**Clock wires, drivers and flops**

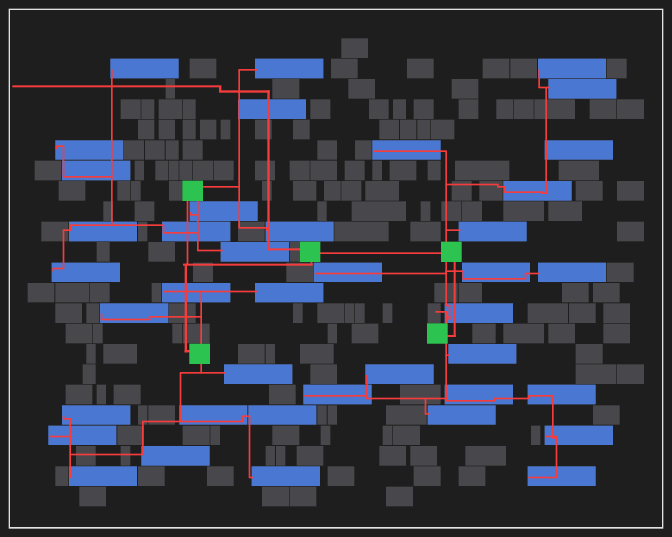
**Sizing map**

The bar under the picture is 20 um long.
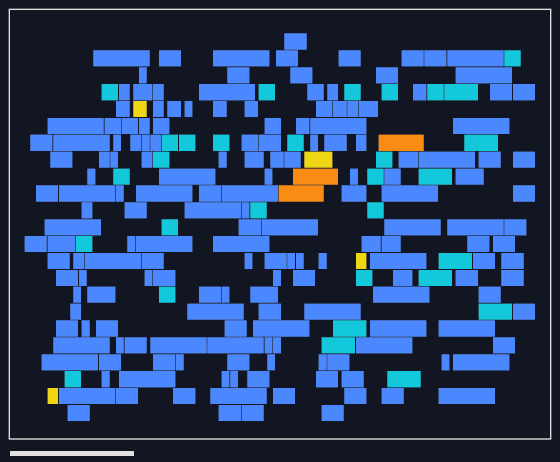
## src/rtl/icw_receiver_pkg.sv

```systemverilog
// Shared definitions for the ICW receiver: FSM state codes and ICW1/ICW4
// bit positions, plus a small decode helper.
package icw_receiver_pkg;

  typedef logic [2:0] state_t;

  localparam state_t ST_IDLE      = 3'd0;
  localparam state_t ST_WAIT_ICW2 = 3'd1;
  localparam state_t ST_WAIT_ICW3 = 3'd2;
  localparam state_t ST_WAIT_ICW4 = 3'd3;
  localparam state_t ST_READY     = 3'd4;

  localparam int ICW1_IC4  = 0;
  localparam int ICW1_SNGL = 1;
  localparam int ICW1_ADI  = 2;
  localparam int ICW1_LTIM = 3;
  localparam int ICW1_FLAG = 4;

  localparam int ICW4_UPM  = 0;
  localparam int ICW4_AEOI = 1;
  localparam int ICW4_MS   = 2;
  localparam int ICW4_BUF  = 3;
  localparam int ICW4_SFNM = 4;

  // ICW1 is recognised purely by address and the flag bit, independent of state.
  function automatic logic is_icw1(input logic a0, input logic [7:0] din);
    return !a0 && din[ICW1_FLAG];
  endfunction

endpackage

```

## src/rtl/icw_receiver.sv

```systemverilog
// Initialization command word receiver: walks the ICW1..ICW4 sequence,
// latches configuration fields and forwards post-init writes as OCW strobes.
module icw_receiver
  import icw_receiver_pkg::*;
(
  input  logic       clk,
  input  logic       rst_n,
  input  logic       wr_en,
  input  logic       a0,
  input  logic [7:0] din,
  input  logic       sp,
  output logic       ltim,
  output logic       adi,
  output logic       sngl,
  output logic       ic4,
  output logic [4:0] vector_base,
  output logic [7:0] cascade_map,
  output logic [2:0] slave_id,
  output logic       upm,
  output logic       aeoi,
  output logic       ms,
  output logic       buf_en,
  output logic       sfnm,
  output logic       init_done,
  output logic       ocw_wr,
  output logic       ocw_a0,
  output logic [7:0] ocw_data,
  output logic       seq_err
);

  state_t state_reg;
  logic   icw1_wr;

  assign icw1_wr = wr_en && is_icw1(a0, din);

  always_ff @(posedge clk or negedge rst_n) begin
    if (!rst_n) begin
      state_reg   <= ST_IDLE;
      ltim        <= 1'b0;
      adi         <= 1'b0;
      sngl        <= 1'b0;
      ic4         <= 1'b0;
      vector_base <= '0;
      cascade_map <= '0;
      slave_id    <= '0;
      upm         <= 1'b0;
      aeoi        <= 1'b0;
      ms          <= 1'b0;
      buf_en      <= 1'b0;
      sfnm        <= 1'b0;
      init_done   <= 1'b0;
      ocw_wr      <= 1'b0;
      ocw_a0      <= 1'b0;
      ocw_data    <= '0;
      seq_err     <= 1'b0;
    end else begin
      ocw_wr  <= 1'b0;
      seq_err <= 1'b0;
      if (icw1_wr) begin
        // ICW1 always restarts the sequence and wipes the previous configuration
        ltim        <= din[ICW1_LTIM];
        adi         <= din[ICW1_ADI];
        sngl        <= din[ICW1_SNGL];
        ic4         <= din[ICW1_IC4];
        vector_base <= '0;
        cascade_map <= '0;
        slave_id    <= '0;
        upm         <= 1'b0;
        aeoi        <= 1'b0;
        ms          <= 1'b0;
        buf_en      <= 1'b0;
        sfnm        <= 1'b0;
        init_done   <= 1'b0;
        state_reg   <= ST_WAIT_ICW2;
      end else if (wr_en) begin
        case (state_reg)
          ST_WAIT_ICW2: begin
            if (a0) begin
              vector_base <= din[7:3];
              if (!sngl) begin
                state_reg <= ST_WAIT_ICW3;
              end else if (ic4) begin
                state_reg <= ST_WAIT_ICW4;
              end else begin
                state_reg <= ST_READY;
                init_done <= 1'b1;
              end
            end else begin
              seq_err <= 1'b1;
            end
          end
          ST_WAIT_ICW3: begin
            if (a0) begin
              // sp decides whether this word is a slave map or our own id
              if (sp) begin
                cascade_map <= din;
              end else begin
                slave_id <= din[2:0];
              end
              if (ic4) begin
                state_reg <= ST_WAIT_ICW4;
              end else begin
                state_reg <= ST_READY;
                init_done <= 1'b1;
              end
            end else begin
              seq_err <= 1'b1;
            end
          end
          ST_WAIT_ICW4: begin
            if (a0) begin
              upm       <= din[ICW4_UPM];
              aeoi      <= din[ICW4_AEOI];
              ms        <= din[ICW4_MS];
              buf_en    <= din[ICW4_BUF];
              sfnm      <= din[ICW4_SFNM];
              state_reg <= ST_READY;
              init_done <= 1'b1;
            end else begin
              seq_err <= 1'b1;
            end
          end
          ST_READY: begin
            ocw_wr   <= 1'b1;
            ocw_a0   <= a0;
            ocw_data <= din;
          end
          default: begin
            state_reg <= state_reg;
          end
        endcase
      end
    end
  end

endmodule

```

## config.mk

```make
export PLATFORM = sky130hd
export DESIGN_NAME = icw_receiver
export DESIGN_NICKNAME = d
export VERILOG_FILES = /design/src/rtl/icw_receiver_pkg.sv /design/src/rtl/icw_receiver.sv
export SDC_FILE = /design/constraint.sdc
export NUM_CORES = 1
export LEC_CHECK = 0
export CAP_MARGIN = 5
export CORE_AREA = 2 2 85 67
export CTS_BUF_LIST = sky130_fd_sc_hd__clkbuf_4
export CTS_CLUSTER_DIAMETER = 30
export CTS_CLUSTER_SIZE = 8
export DETAILED_ROUTE_END_ITERATION = 16
export DIE_AREA = 0 0 87 69
export MAX_ROUTING_LAYER = met4
export PLACE_DENSITY_LB_ADDON = 0.05
export SYNTH_ARGS = -nofsm -noshare
export SYNTH_HDL_FRONTEND = slang
export SYNTH_SLANG_ARGS = --single-unit
```

## constraint.sdc

```tcl
create_clock -name clk -period 1.75 [get_ports clk]
set_clock_uncertainty 0.2 [all_clocks]
set_input_delay 0.2625 -clock clk [delete_from_list [all_inputs] [get_ports clk]]
set_output_delay 0.2625 -clock clk [all_outputs]
set_load 0.005 [all_outputs]
```

==> flow_summary_export.csv <==
group,metric,value,unit
outcome,outcome,"complete, no violations",
synth,synthAdderAreaFrac,0,%
global_route,grt-ovfl-total,0,
placement,dp.cells,263,
global_route,track_usage,15.22,%
global_route,grt_pass1_vias,1350,
detailed_routing,post-route-drc-count,0,
clocking,h-tree-depth,2,
synth,synth-simple-area-share,13.50,%
detailed_routing,wl_per_cell,15.11,um
detailed_routing,first_iter_violations,51,
clocking,hold_buffers,1,
synth,synth.distinct_cells,33,
cells_and_area,ff_latch_area,1001,sq um
worst_setup_path,cp_slowest_stage_delay,0.51,ns
sta,fin_crit_sh,97.17,%
cells_and_area,nMultiInputCombCells,89,
synth,synth_cells,145,
worst_setup_path,path_cells,"clkdlybuf4s50_1",
power_and_ir_drop,p_seq_share,43.8,%
synth,seq_area_frac_synth,57.43,%
worst_setup_path,required,1.29,ns
sta,hold_viol,0,
sta,drv_slew,0,
power_and_ir_drop,seq-power,0.00139,W
cells_and_area,logic_area,660.6,sq um
clocking,numCtsBuffers,5,
synth,xor_area_share,0,%
run,warning_count,26,
detailed_routing,routed_wl,4171,um
synth,synthesis.area,1743,sq um
power_and_ir_drop,fin_total_pwr,0.003172,W
synth,yosys-stat-area,1743,sq um
synth,edf_count,0,
cells_and_area,buf_share,27.07,%
synth,synth_area_per_cell,12.02,sq um
detailed_routing,ant_nets,0,
run,cap_violations,0,
cells_and_area,clkCellAreaFrac,1.998,%
power_and_ir_drop,powerDensity,1266,nW/um^2
About 'clock wires, drivers and flops':
legend:
  red:
    item: clock wires
    length: 510 um
  blue:
    item: flip-flops
    count: 40
  green:
    item: clock-net drivers
    count: 5
flops lie: all over the die
Clock power frac: 14.2%
clk latency late pin: 0.33 ns
P_clk: 0.000451 W

About 'sizing map':
legend:
  yellow:
    size: x2
    cells: 4
  blue:
    size: x1 and smaller
    cells: 177
    most_used: clkdlybuf4s50_1
  cyan:
    size: x3 and x4
    cells: 30
    most_used: buf_4
  orange:
    size: x6 and larger
    cells: 3
    most_used: buf_12
design area: 2505 sq um
Non-clock buffers: 68
worst setup margin: 0.04949 ns
area grow syn2layout: 43.72%

==> routing by layer <==
layer,wire (um),vias to the layer above,share of wire (%),global-route usage [%]
li1,-,634,-,-
met1,2166,654,52,22.74
met2,1803,32,43,20.10
met3,157,6,3.8,4.072
met4,43,0,1.0,4.167
met5,0,-,0,-
==> cell usage in the layout, fill, tap and decap left out, types with 2 or more instances in the layout <==
master,n
a21oi_1,4
nand3b_1,4
and3_1,2
mux2_4,9
a22o_1,4
dlymetal6s2s_1,4
nor2b_1,3
buf_12,3
clkbuf_4,6
nor2_1,2
buf_4,15
dfrtp_1,40
mux2i_1,15
nand2_1,21
o21ai_0,7
inv_1,10
clkdlybuf4s50_1,44
and3b_1,2
Power figures rest on the tool's default switching activity, not on a simulated workload.
